File: src/rtl/decode_stage_if.sv
// decode_stage_if: bundles the fetch-side handshake, the decoded-entry bus
// toward the ALU/register file, and the halt control of decode_stage.
//
//   instr / instr_valid / instr_ready   fetch handshake (ready driven by slave)
//   out_valid / out_ready               decoded-entry handshake (valid by slave)
//   *_en, sign_valid, imm_valid, imm    decoded ALU control and immediate
//   rs1_addr, rs2_addr, rd_addr         register-file addresses
//   illegal, halted                     held-entry status and stage status
//   clear_halt                          pulse from master that leaves HALT
//
// master: the environment (fetch + execute side); slave: decode_stage.
interface decode_stage_if;
    logic [31:0] instr;
    logic        instr_valid;
    logic        instr_ready;
    logic        out_ready;
    logic        out_valid;
    logic        add_en;
    logic        sub_en;
    logic        sll_en;
    logic        slt_en;
    logic        xor_en;
    logic        sra_en;
    logic        srl_en;
    logic        or_en;
    logic        and_en;
    logic        sign_valid;
    logic        imm_valid;
    logic [31:0] imm;
    logic [4:0]  rs1_addr;
    logic [4:0]  rs2_addr;
    logic [4:0]  rd_addr;
    logic        illegal;
    logic        halted;
    logic        clear_halt;

    modport master (
        output instr, instr_valid, out_ready, clear_halt,
        input  instr_ready, out_valid,
        input  add_en, sub_en, sll_en, slt_en, xor_en, sra_en, srl_en, or_en, and_en,
        input  sign_valid, imm_valid, imm, rs1_addr, rs2_addr, rd_addr,
        input  illegal, halted
    );

    modport slave (
        input  instr, instr_valid, out_ready, clear_halt,
        output instr_ready, out_valid,
        output add_en, sub_en, sll_en, slt_en, xor_en, sra_en, srl_en, or_en, and_en,
        output sign_valid, imm_valid, imm, rs1_addr, rs2_addr, rd_addr,
        output illegal, halted
    );
endinterface

File: src/rtl/decode_stage.sv
// decode_stage: one-entry RV32I OP / OP-IMM decoder with a valid/ready
// output register. An accepted word is decoded combinationally and captured
// into the output register on the same edge (1-cycle latency). Accept and
// drain in the same cycle replace the entry without a bubble. Accepting an
// unsupported encoding parks the stage in HALT until clear_halt.
//
// Ports:
//   clk    rising-edge clock
//   rst_n  asynchronous active-low reset
//   bus    decode_stage_if.slave (fetch handshake, decoded entry, halt control)
//
// States:
//   state | meaning
//   RUN   | accepting words whenever the output register is free or draining
//   HALT  | an illegal word was accepted; no new words until clear_halt
module decode_stage (
    input  logic             clk,
    input  logic             rst_n,
    decode_stage_if.slave    bus
);

    typedef enum logic {
        RUN  = 1'b0,
        HALT = 1'b1
    } state_t;

    // Enable vector bit order: add sub sll slt xor sra srl or and
    localparam logic [8:0] EN_ADD = 9'b1_0000_0000;
    localparam logic [8:0] EN_SUB = 9'b0_1000_0000;
    localparam logic [8:0] EN_SLL = 9'b0_0100_0000;
    localparam logic [8:0] EN_SLT = 9'b0_0010_0000;
    localparam logic [8:0] EN_XOR = 9'b0_0001_0000;
    localparam logic [8:0] EN_SRA = 9'b0_0000_1000;
    localparam logic [8:0] EN_SRL = 9'b0_0000_0100;
    localparam logic [8:0] EN_OR  = 9'b0_0000_0010;
    localparam logic [8:0] EN_AND = 9'b0_0000_0001;

    localparam logic [6:0] OPC_OP     = 7'b0110011;
    localparam logic [6:0] OPC_OP_IMM = 7'b0010011;
    localparam logic [6:0] F7_BASE    = 7'b0000000;
    localparam logic [6:0] F7_ALT     = 7'b0100000;

    state_t      state;
    logic        out_valid_q;
    logic [8:0]  en_q;
    logic        sign_q;
    logic        imm_valid_q;
    logic [31:0] imm_q;
    logic [4:0]  rs1_q;
    logic [4:0]  rs2_q;
    logic [4:0]  rd_q;
    logic        illegal_q;

    logic [6:0]  opcode;
    logic [2:0]  funct3;
    logic [6:0]  funct7;
    logic        instr_ready;
    logic        accept;
    logic        drain;

    logic [8:0]  dec_en;
    logic        dec_sign;
    logic        dec_imm_valid;
    logic [31:0] dec_imm;
    logic        dec_illegal;

    assign opcode = bus.instr[6:0];
    assign funct3 = bus.instr[14:12];
    assign funct7 = bus.instr[31:25];

    assign instr_ready = (state == RUN) && (!out_valid_q || bus.out_ready);
    assign accept      = bus.instr_valid && instr_ready;
    assign drain       = out_valid_q && bus.out_ready;

    // funct3 mapping shared by OP and OP-IMM when funct7 carries no alternate
    function automatic logic [8:0] f3_onehot(input logic [2:0] f3);
        logic [8:0] en;
        case (f3)
            3'b000:  en = EN_ADD;
            3'b001:  en = EN_SLL;
            3'b010:  en = EN_SLT;
            3'b011:  en = EN_SLT;
            3'b100:  en = EN_XOR;
            3'b101:  en = EN_SRL;
            3'b110:  en = EN_OR;
            default: en = EN_AND;
        endcase
        return en;
    endfunction

    always_comb begin
        dec_en        = '0;
        dec_imm_valid = 1'b0;
        dec_imm       = '0;
        dec_illegal   = 1'b0;

        if (opcode == OPC_OP) begin
            if (funct7 == F7_BASE) begin
                dec_en = f3_onehot(funct3);
            end else if (funct7 == F7_ALT && funct3 == 3'b000) begin
                dec_en = EN_SUB;
            end else if (funct7 == F7_ALT && funct3 == 3'b101) begin
                dec_en = EN_SRA;
            end else begin
                dec_illegal = 1'b1;
            end
        end else if (opcode == OPC_OP_IMM) begin
            dec_imm_valid = 1'b1;
            if (funct3 == 3'b001) begin
                // slli: upper seven bits must be zero
                dec_imm = {27'b0, bus.instr[24:20]};
                if (funct7 == F7_BASE) dec_en = EN_SLL;
                else                   dec_illegal = 1'b1;
            end else if (funct3 == 3'b101) begin
                // srli/srai: upper seven bits pick the shift flavour
                dec_imm = {27'b0, bus.instr[24:20]};
                if (funct7 == F7_BASE)     dec_en = EN_SRL;
                else if (funct7 == F7_ALT) dec_en = EN_SRA;
                else                       dec_illegal = 1'b1;
            end else begin
                dec_imm = {{20{bus.instr[31]}}, bus.instr[31:20]};
                dec_en  = f3_onehot(funct3);
            end
        end else begin
            dec_illegal = 1'b1;
        end

        if (dec_illegal) begin
            dec_en        = '0;
            dec_imm_valid = 1'b0;
            dec_imm       = '0;
        end

        // Only sltu/sltiu are unsigned; every other entry reports signed
        dec_sign = !(!dec_illegal && funct3 == 3'b011);
    end

    always_ff @(posedge clk or negedge rst_n) begin
        if (!rst_n) begin
            state       <= RUN;
            out_valid_q <= 1'b0;
            en_q        <= '0;
            sign_q      <= 1'b0;
            imm_valid_q <= 1'b0;
            imm_q       <= '0;
            rs1_q       <= '0;
            rs2_q       <= '0;
            rd_q        <= '0;
            illegal_q   <= 1'b0;
        end else begin
            if (accept) begin
                out_valid_q <= 1'b1;
                en_q        <= dec_en;
                sign_q      <= dec_sign;
                imm_valid_q <= dec_imm_valid;
                imm_q       <= dec_imm;
                rs1_q       <= bus.instr[19:15];
                rs2_q       <= bus.instr[24:20];
                rd_q        <= bus.instr[11:7];
                illegal_q   <= dec_illegal;
            end else if (drain) begin
                // An empty register must not advertise an operation
                out_valid_q <= 1'b0;
                en_q        <= '0;
                imm_valid_q <= 1'b0;
                illegal_q   <= 1'b0;
            end

            // clear_halt is only examined in HALT, so a pulse that lands on
            // the HALT-entering accept is lost and HALT wins.
            case (state)
                RUN:     if (accept && dec_illegal) state <= HALT;
                HALT:    if (bus.clear_halt)        state <= RUN;
                default: state <= RUN;
            endcase
        end
    end

    assign bus.instr_ready = instr_ready;
    assign bus.out_valid   = out_valid_q;
    assign bus.add_en      = en_q[8];
    assign bus.sub_en      = en_q[7];
    assign bus.sll_en      = en_q[6];
    assign bus.slt_en      = en_q[5];
    assign bus.xor_en      = en_q[4];
    assign bus.sra_en      = en_q[3];
    assign bus.srl_en      = en_q[2];
    assign bus.or_en       = en_q[1];
    assign bus.and_en      = en_q[0];
    assign bus.sign_valid  = sign_q;
    assign bus.imm_valid   = imm_valid_q;
    assign bus.imm         = imm_q;
    assign bus.rs1_addr    = rs1_q;
    assign bus.rs2_addr    = rs2_q;
    assign bus.rd_addr     = rd_q;
    assign bus.illegal     = illegal_q;
    assign bus.halted      = (state == HALT);

endmodule

File: src/flat_wrapper.sv
// flat-port wrapper written by rule: the top's interface ports become plain ports
module decode_stage_flat 
  (clk, rst_n, bus_instr, bus_instr_valid, bus_out_ready, bus_clear_halt, bus_instr_ready, bus_out_valid, bus_add_en, bus_sub_en, bus_sll_en, bus_slt_en, bus_xor_en, bus_sra_en, bus_srl_en, bus_or_en, bus_and_en, bus_sign_valid, bus_imm_valid, bus_imm, bus_rs1_addr, bus_rs2_addr, bus_rd_addr, bus_illegal, bus_halted);
  decode_stage_if bus_i ();
  input  logic clk;
  input  logic rst_n;
  input wire logic [$bits(bus_i.instr)-1:0] bus_instr;
  input wire logic [$bits(bus_i.instr_valid)-1:0] bus_instr_valid;
  input wire logic [$bits(bus_i.out_ready)-1:0] bus_out_ready;
  input wire logic [$bits(bus_i.clear_halt)-1:0] bus_clear_halt;
  output wire logic [$bits(bus_i.instr_ready)-1:0] bus_instr_ready;
  output wire logic [$bits(bus_i.out_valid)-1:0] bus_out_valid;
  output wire logic [$bits(bus_i.add_en)-1:0] bus_add_en;
  output wire logic [$bits(bus_i.sub_en)-1:0] bus_sub_en;
  output wire logic [$bits(bus_i.sll_en)-1:0] bus_sll_en;
  output wire logic [$bits(bus_i.slt_en)-1:0] bus_slt_en;
  output wire logic [$bits(bus_i.xor_en)-1:0] bus_xor_en;
  output wire logic [$bits(bus_i.sra_en)-1:0] bus_sra_en;
  output wire logic [$bits(bus_i.srl_en)-1:0] bus_srl_en;
  output wire logic [$bits(bus_i.or_en)-1:0] bus_or_en;
  output wire logic [$bits(bus_i.and_en)-1:0] bus_and_en;
  output wire logic [$bits(bus_i.sign_valid)-1:0] bus_sign_valid;
  output wire logic [$bits(bus_i.imm_valid)-1:0] bus_imm_valid;
  output wire logic [$bits(bus_i.imm)-1:0] bus_imm;
  output wire logic [$bits(bus_i.rs1_addr)-1:0] bus_rs1_addr;
  output wire logic [$bits(bus_i.rs2_addr)-1:0] bus_rs2_addr;
  output wire logic [$bits(bus_i.rd_addr)-1:0] bus_rd_addr;
  output wire logic [$bits(bus_i.illegal)-1:0] bus_illegal;
  output wire logic [$bits(bus_i.halted)-1:0] bus_halted;
  assign bus_i.instr = bus_instr;
  assign bus_i.instr_valid = bus_instr_valid;
  assign bus_i.out_ready = bus_out_ready;
  assign bus_i.clear_halt = bus_clear_halt;
  assign bus_instr_ready = bus_i.instr_ready;
  assign bus_out_valid = bus_i.out_valid;
  assign bus_add_en = bus_i.add_en;
  assign bus_sub_en = bus_i.sub_en;
  assign bus_sll_en = bus_i.sll_en;
  assign bus_slt_en = bus_i.slt_en;
  assign bus_xor_en = bus_i.xor_en;
  assign bus_sra_en = bus_i.sra_en;
  assign bus_srl_en = bus_i.srl_en;
  assign bus_or_en = bus_i.or_en;
  assign bus_and_en = bus_i.and_en;
  assign bus_sign_valid = bus_i.sign_valid;
  assign bus_imm_valid = bus_i.imm_valid;
  assign bus_imm = bus_i.imm;
  assign bus_rs1_addr = bus_i.rs1_addr;
  assign bus_rs2_addr = bus_i.rs2_addr;
  assign bus_rd_addr = bus_i.rd_addr;
  assign bus_illegal = bus_i.illegal;
  assign bus_halted = bus_i.halted;
  decode_stage u_core (.clk(clk), .rst_n(rst_n), .bus(bus_i));
endmodule
File: config.mk
export PLATFORM = sky130hd
export DESIGN_NAME = decode_stage_flat
export DESIGN_NICKNAME = d
export VERILOG_FILES = /design/src/rtl/decode_stage_if.sv /design/src/rtl/decode_stage.sv /design/src/flat_wrapper.sv
export SDC_FILE = /design/constraint.sdc
export NUM_CORES = 1
export LEC_CHECK = 0
export CORE_ASPECT_RATIO = 0.6
export CORE_MARGIN = 2
export CORE_UTILIZATION = 39
export CTS_CLUSTER_SIZE = 8
export DETAILED_ROUTE_END_ITERATION = 8
export HOLD_SLACK_MARGIN = 0.1
export PLACE_DENSITY = 0.78
export SLEW_MARGIN = 20
export SYNTH_ARGS = -nofsm -noshare
export SYNTH_HDL_FRONTEND = slang
export SYNTH_SLANG_ARGS = --single-unit
File: constraint.sdc
create_clock -name clk -period 1.7 [get_ports clk]
set_input_delay 0.17 -clock clk [delete_from_list [all_inputs] [get_ports clk]]
set_output_delay 0.17 -clock clk [all_outputs]
set_load 0.01 [all_outputs]
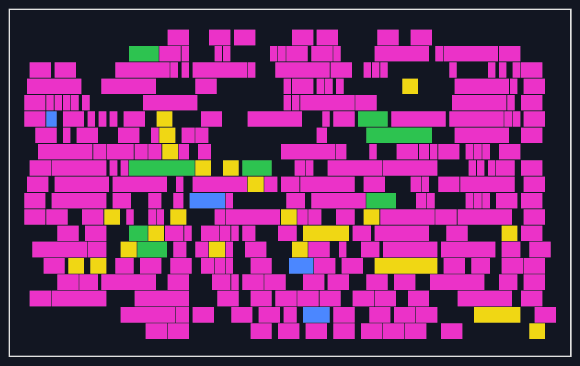
run_1/sizes.png
(6 px per um)
_0 and _1 cells -> magenta  # cells 251
_6 and larger -> green  # cells 8
_2 cells -> blue  # cells 4
_3 and _4 cells -> yellow  # cells 22
Buffers, non-clock: 118
Final Cell Area: 3050 sq um
area grow syn2layout: 63.1%

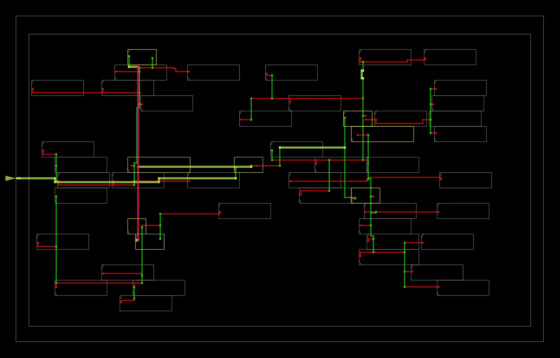
run_1/clocks.png
Power Clock: 0.958 mW
# clk buffers: 5
clk_lat worst skew: 0.30 ns
Setup Skew: 0.00617 ns
TritonCTS buffer count: 5

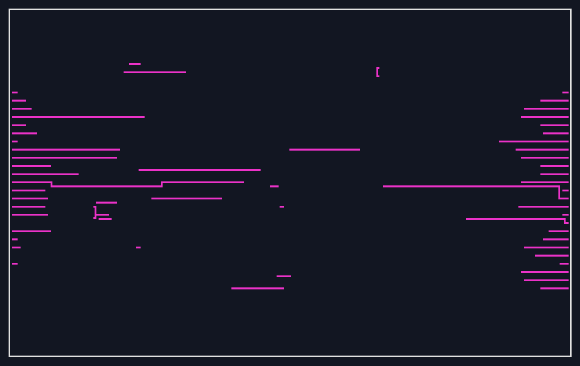
run_1/layer_met3.png
(6 px per um)
main direction = horizontal
longest straight run = 29.2 um
share of all routed wire = 8.1%
nets with wire on the layer = 54
wire length on this layer = 407 um
Post-Route WL: 5010 um
met3 usage: 6.11%
number of vias in the routed layout: 1658

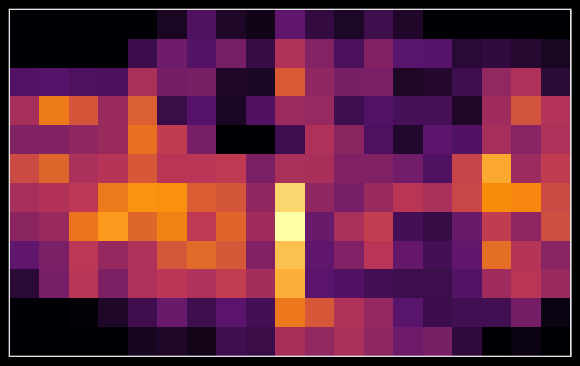
run_1/metal_density.png
(6 px per um) 19 x 12 tiles, from black (low) to pale yellow (high), scaled to the fullest tile. Values are wire area over tile area, all layers added.
emptiest ninth of the die = north-east
nearly empty tiles = 11%
fullest tile = 0.46
densest ninth of the die = west
GRT Total Usage: 19.9%
routed wire length per instance: 14.4 um

==> flow_metrics.py, run 1 <==
# Flow results
metrics = {
    "outcome": {
        "status": "complete, no violations",
    },
    "sta": {
        "setup_viol": 0,
        "rsz0062_at_grt": "false",
        "slew_violations": 0,
        "period_needed_ns": 1.64,
        "tns_ns": 0,
        "fmax_ghz": 0.611,
        "relSlewSlack_pct": 62.4,
        "hold_viol": 0,
        "finalWorstSetupSlack_ns": 0.0636,
        "hold_slack_ns": 0.391,
        "period_used_pct": 96.3,
        "tightestPinTransition_ns": 0.564,
    },
    "clock_network": {
        "path_clk_slew_ns": 0.09,
        "clock_path_buffers": 2,
        "clock_sinks": 41,
        "tritoncts": "done",
        "clockRootBuffer": "clkbuf_8",
        "cts.htree.levels": 2,
    },
    "setup_path": {
        "reg2reg_depth": 5,
        "arrival_ns": 1.84,
        "critPathCaptureType": "flip-flop",
        "cp_top_family": "simple AND/OR/NAND/NOR gates",
        "path_buffers": 2,
        "cp_max_fo": 4,
        "cp_slowest_stage_delay_ns": 0.47,
        "critPathKind": "input port to flip-flop",
        "crit_cells": 6,
        "path_cells": "clkdlybuf4s50_1, nor4_4, buf_4, a31o_1, or3b_1, o41ai_2",
        "required_ns": 1.90,
        "critPathLaunchType": "input port",
        "r2r_slack_ns": 0.29,
        "slowest_stage": "clkdlybuf4s50_1",
    },
    "yosys": {
        "syn_nets": 222,
        "yosys_cells": 185,
        "yosysUniqueCellTypes": 31,
        "synth_area_sq_um": 1870,
        "ys_seq_share_pct": 54.9,
        "aoi_share_pct": 12.7,
        "ys_sh_xor_pct": 0.469,
        "ys_sh_simple_pct": 21.6,
        "topCombFamilyByArea": "simple AND/OR/NAND/NOR gates",
        "avgSynthCellArea_sq_um": 10.1,
        "ys_sh_adder_pct": 0,
        "synth_flops": 41,
        "yosys_area_sq_um": 1870,
        "synth_cells": 185,
        "mux_area_share_pct": 0,
        "synth-warning-count": 0,
    },
    "grt": {
        "grt_max_degree": 27,
        "grt_use_met2_pct": 30.3,
        "grt_overflow": 0,
        "busiest_layer": "met2",
        "met1_usage_pct": 28.2,
        "grt_pass1_vias": 1701,
        "antenna_found_initial": 0,
        "grt_pass1_wl_um": 8270,
    },
    "power_and_ir_drop": {
        "total_power_mw": 2.92,
        "seqPwrFrac_pct": 40.3,
        "intPower_mw": 2.12,
        "switching_share_pct": 27.2,
        "ir_drop_v": 0.000818,
        "p_leak_nw": 1.38,
        "clockPowerShare_pct": 32.8,
        "switchingPower_mw": 0.795,
        "powerDensity_nw_per_um2": 958,
        "power.share.combinational_pct": 26.8,
    },
    "drt": {
        "drtIter0Drc": 87,
        "drt_first_pass_iters": 4,
        "vias_per_cell": 4.76,
        "dr.max_layer_used": "met4",
        "drc_errors": 0,
        "routed-wl-met2_um": 2140,
        "wl_met1_um": 2410,
        "wl_met3_um": 406,
        "drtAntennaViolNets": 0,
    },
    "place": {
        "numPortBuffers": 98,
        "dpl.hpwl_um": 3760,
        "place_area_sq_um": 2890,
        "dpl_worst_slack_ns": -0.283,
        "dp_cells": 338,
        "place.gp.congestion": 0.859,
    },
    "layout": {
        "drive_above_1_share_pct": 11.9,
        "final_cell_count_no_fill": 348,
        "final_core_util_pct": 66.4,
        "antennaDiodeCount": 0,
        "fin_nets": 321,
    },
    "die": {
        "num_rows": 19,
        "fp.dieH_um": 57.6,
        "fp_util_pct": 40.7,
        "chipArea_sq_um": 5380,
        "io_pins": 99,
        "coreArea_sq_um": 4590,
        "die-width_um": 93.4,
    },
    "hold_path": {
        "hp-class": "input port to async pin",
    },
    "run": {
        "drv_cap": 0,
        "tool_warnings": 26,
    },
}
-- run 1: power by group through the flow --
stage | clock [mW] | combinational (mW) | sequential, mW
after global placement | 0 | 0.778 | 1.19
after CTS | 0.971 | 0.793 | 1.18
after detailed placement | 0 | 0.785 | 1.20
after floorplan | 0 | 0.220 | 1.26
final | 0.958 | 0.784 | 1.18
after global routing | 1.03 | 0.867 | 1.20
-- run 1: kinds of logic (layout without fill, tap and decap cells) --
| kind of cell | count (synthesis) | count (layout) |
|---|---|---|
| xor+xnor | 1 | 1 |
| flops | 41 | 41 |
| simple gates | 82 | 82 |
| buf+inv | 31 | 131 |
| compound gates | 30 | 30 |
-- run 1: synthesized netlist by cell type --
cell type	count	area [sq um]
clkbuf_1	6	22.5
a22o_1	11	96.3
nand2_1	55	206
or3_1	1	6.26
inv_1	5	18.8
buf_4	20	150
and3_1	2	12.5
nand2b_1	3	18.8
nor4_4	2	42.5
a32o_1	4	40.0
nor2_1	5	18.8
nor2b_1	2	12.5
a31o_1	1	8.76
or3b_1	1	8.76
o21ai_0	7	35.0
dfrtp_1	41	1030
and4bb_2	1	12.5
and3b_1	1	8.76
a41oi_1	1	8.76
o41ai_2	1	16.3
nor4_1	1	6.26
o32ai_1	1	8.76
nand3_1	2	10.0
and2_1	2	12.5
a31oi_1	2	12.5
nand4_1	1	6.26
o22ai_1	1	6.26
nand3b_2	1	11.3
a21oi_1	1	5.00
xnor2_1	1	8.76
nor3_1	2	10.0
-- run 1: repair_timing --
action	4_1_cts	5_1_grt
gates resized	1	2
setup buffers	0	1
hold buffers	1	0
endpoints found under the hold margin	24	0
setup endpoints to repair	21	31
pin swaps	0	1
-- run 1: registers in the layout, summed over array words and instances, names as in the netlist --
name                   flops
u_core.bus.sign_valid      1
u_core.bus.imm_valid       1
u_core.bus.illegal         1
u_core.bus.halted          1
u_core.bus.rs1_addr        5
u_core.bus.rs2_addr        5
u_core.bus.imm            12
u_core.bus.rd_addr         5
u_core.bus.out_valid       1
u_core.en_q                9
-- run 1: worst reg2reg max path, cell delays in order (launching register included) --
cell and delay, ns:
dfrtp_1 0.39, nand2b_1 0.12, nand3_1 0.20, buf_4 0.24
nor2_1 0.20, a32o_1 0.20
-- run 1: path summary, 6_finish.rpt --
path                                             from                endpoint
worst max-delay path                    bus_instr[28]          u_core.en_q[1]
worst min-delay path                            rst_n  u_core.bus.rs2_addr[3]
worst max register to register   u_core.bus.out_valid          u_core.en_q[4]
worst min register to register  u_core.bus.rd_addr[4]   u_core.bus.rd_addr[4]
max in group asynchronous                       rst_n       u_core.bus.imm[5]
min in group clk                        bus_instr[16]  u_core.bus.rs1_addr[1]
-- run 1: layout by cell type (no fill, tap or decap), types with 4 or more instances in the layout --
cell / instances
clkdlybuf4s50_1: 96
o21ai_0: 7
clkbuf_8: 5
nand2_1: 55
a22o_1: 11
a32o_1: 4
inv_1: 5
buf_4: 19
nor2_1: 5
dfrtp_1: 40
-- run 1: cell type report --
type | instances | area [sq um]
repair buffers | 118 | 1130
well taps | 63 | 78.8
clock buffers | 5 | 68.8
clock inverters | 3 | 68.8
inverters | 5 | 18.8
fillers | 382 | 1540
flip-flops and latches | 41 | 1030
multi-input cells | 113 | 651
--- run 2 (diff from run 1) ---
--- a/config.mk
+++ b/config.mk
@@ -12,6 +12,7 @@
 export DETAILED_ROUTE_END_ITERATION = 8
 export HOLD_SLACK_MARGIN = 0.1
 export PLACE_DENSITY = 0.78
+export SKIP_LAST_GASP = 1
 export SLEW_MARGIN = 20
 export SYNTH_ARGS = -nofsm -noshare
 export SYNTH_HDL_FRONTEND = slang
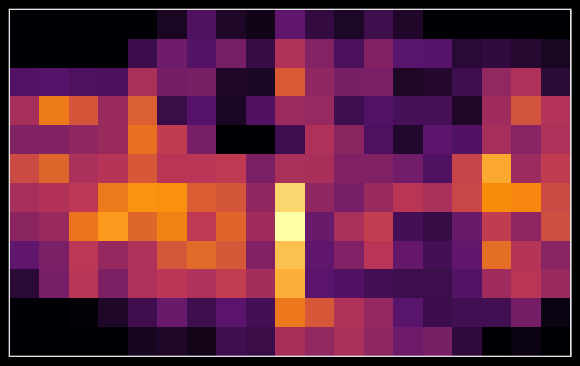
run_2/metal_density.png
(6 px per um) 19 x 12 tiles, from black (low) to pale yellow (high), scaled to the fullest tile. Values are wire area over tile area, all layers added.
tiles over half the peak = 19%
densest ninth of the die = west
nearly empty tiles = 11%
mean over tiles = 0.15

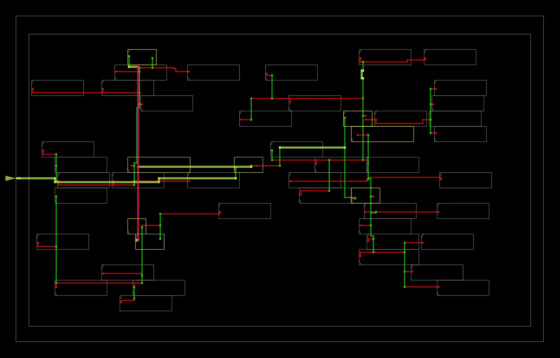
run_2/clocks.png
seq_cells: 41
clk sinks: 41

==> flow_metrics.py, run 2 <==
# Flow results
metrics = {
    "clock_network": {
        "clock_path_buffers": 2,
        "clockRootBuffer": "clkbuf_8",
        "path_clk_slew_ns": 0.09,
        "numCtsBuffers": 5,
        "tritoncts": "done",
        "cts.htree.levels": 2,
        "clock_latency_ns": 0.30,
    },
    "layout": {
        "largest_register_ff_count": 12,
        "syn2layout_area_growth_pct": 63.1,
        "layout.cells.most_common": "clkdlybuf4s50_1",
        "drive_above_1_share_pct": 11.9,
        "layout_top_cells": "clkdlybuf4s50_1 (96), nand2_1 (55), dfrtp_1 (40)",
        "fin_nets": 321,
        "final_cell_area_sq_um": 3050,
        "antennaDiodeCount": 0,
    },
    "grt": {
        "grt_overflow": 0,
        "grt_pass1_vias": 1701,
        "grt_pass1_wl_um": 8270,
        "gr-usage-all-layers_pct": 19.9,
        "grt_max_degree": 27,
        "antenna_found_initial": 0,
    },
    "die": {
        "die-width_um": 93.4,
        "fp.dieH_um": 57.6,
        "num_rows": 19,
        "io_pins": 99,
        "coreArea_sq_um": 4590,
        "fp_util_pct": 40.7,
        "chipArea_sq_um": 5380,
    },
    "place": {
        "place.gp.congestion": 0.859,
        "dpl.hpwl_um": 3760,
        "place_area_sq_um": 2890,
        "numPortBuffers": 98,
    },
    "yosys": {
        "syn_nets": 222,
        "synth-warning-count": 0,
        "ys_seq_share_pct": 54.9,
        "avgSynthCellArea_sq_um": 10.1,
        "synth_area_sq_um": 1870,
        "topCellsByArea": "dfrtp_1 (55%), nand2_1 (11%), buf_4 (8.0%)",
        "yosysTopAreaCell": "dfrtp_1",
        "yosys_cells": 185,
        "synth.top_cell.area_share_pct": 54.9,
        "yosys_area_sq_um": 1870,
        "synth_top_cell_by_count": "nand2_1",
        "synth_flops": 41,
        "flop_cell": "dfrtp_1",
        "yosysUniqueCellTypes": 31,
        "synth_async_sr_flop_share_pct": 100,
        "synth-edff-count": 0,
        "synth_cells": 185,
        "yosys-top-cells-count": "nand2_1 (55), dfrtp_1 (41), buf_4 (20)",
    },
    "setup_path": {
        "path_cells": "clkdlybuf4s50_1, nor4_4, buf_4, a31o_1, or3b_1, o41ai_2",
        "path_buffers": 2,
        "arrival_ns": 1.84,
        "cp_slowest_stage_delay_ns": 0.47,
        "reg2reg_depth": 5,
        "critPathCaptureType": "flip-flop",
        "slowest_stage": "clkdlybuf4s50_1",
        "required_ns": 1.90,
        "cp_max_fo": 4,
        "critPathLaunchType": "input port",
        "crit_cells": 6,
        "cp_top_family": "simple AND/OR/NAND/NOR gates",
        "critPathKind": "input port to flip-flop",
    },
    "drt": {
        "routed_wl_um": 5010,
        "drtIter0Drc": 87,
        "post_drt_wl_per_cell_um": 14.4,
        "drc_errors": 0,
        "drtAntennaViolNets": 0,
        "drt_first_pass_iters": 4,
        "route.vias.total": 1658,
        "vias_per_cell": 4.76,
    },
    "sta": {
        "hold_slack_ns": 0.391,
        "rsz0062_at_grt": "false",
        "skew_ns": 0.00617,
        "period_used_pct": 96.3,
        "tns_ns": 0,
        "hold_viol": 0,
        "fmax_ghz": 0.611,
        "slew_violations": 0,
        "relSlewSlack_pct": 62.4,
        "setup_viol": 0,
        "tightestPinTransition_ns": 0.564,
        "period_needed_ns": 1.64,
    },
    "hold_path": {
        "hp-class": "input port to async pin",
    },
    "power_and_ir_drop": {
        "powerDensity_nw_per_um2": 958,
        "ir_drop_v": 0.000818,
        "p_leak_nw": 1.38,
    },
    "run": {
        "tool_warnings": 26,
        "drv_cap": 0,
    },
    "outcome": {
        "status": "complete, no violations",
    },
}
-- run 2: cell counts after synthesis --
Identical to the previous run, type by type.
-- run 2: layout make-up --
type / count / area (sq um)
tap: 63 / 78.8
inverter: 5 / 18.8
clock inverter: 3 / 68.8
clock buffer: 5 / 68.8
timing repair buffer: 118 / 1130
fill: 382 / 1540
sequential: 41 / 1030
multi-input combinational: 113 / 651
-- run 2: worst register-to-register path: cells and delay by family (launching register included) --
| kind | cells | cell delay (ns) |
|---|---|---|
| AND/OR/NAND/NOR | 3 | 0.52 |
| AND-OR/OR-AND | 1 | 0.20 |
| flip-flops | 1 | 0.39 |
| buffers and inverters | 1 | 0.24 |
-- run 2: cell families after synthesis --
| logic type | after synthesis | synth area share [%] |
|---|---|---|
| xor+xnor | 1 | 0.469 |
| flops | 41 | 54.9 |
| compound gates | 30 | 12.7 |
| buf+inv | 31 | 10.2 |
| simple gates | 82 | 21.6 |
-- run 2: through the flow --
stage / util (%) / cells / setup WS [ns] / total power [mW]
floorplan: - / 185 / 0.255 / 1.48
global placement: 62.9 / 338 / -0.210 / 1.97
detailed placement: 62.9 / 338 / -0.283 / 1.98
CTS: 66.1 / 347 / 0.0201 / 2.94
global route: 66.4 / 348 / 0.00899 / 3.09
finish: 66.4 / 348 / 0.0636 / 2.92
-- run 2: layer usage --
layer,GRT usage (%),share of wire (%)
met1,28.2,48
met2,30.3,43
met3,6.11,8.1
met4,5.46,1.2
met5,0,0
-- run 2: path summary, 6_finish.rpt --
check                                      start                endpoint  slack [ns]
hold reg to reg            u_core.bus.rd_addr[4]   u_core.bus.rd_addr[4]        0.48
min in group clk                   bus_instr[16]  u_core.bus.rs1_addr[1]        0.39
max in group asynchronous                  rst_n       u_core.bus.imm[5]        0.74
setup / recovery                   bus_instr[28]          u_core.en_q[1]        0.06
hold / removal                             rst_n  u_core.bus.rs2_addr[3]        0.39
setup reg to reg            u_core.bus.out_valid          u_core.en_q[4]        0.29
-- run 2: timing repair --
action / 4_1_cts / 5_1_grt
gates cloned: 0 / 0
hold buffers: 1 / 0
hold endpoints to repair: 24 / 0
resized: 1 / 2
pin swaps: 0 / 1
setup buffers: 0 / 1
endpoints found under the setup margin: 21 / 31
-- run 2: where the power goes --
part	leakage [nW]	switching, mW	internal (mW)	total [mW]
registers	0.536	0.0694	1.11	1.18
logic	0.771	0.358	0.425	0.784
clock network	0.0687	0.367	0.591	0.958
total	1.38	0.795	2.12	2.92
Power figures rest on the tool's default switching activity, not on a simulated workload.
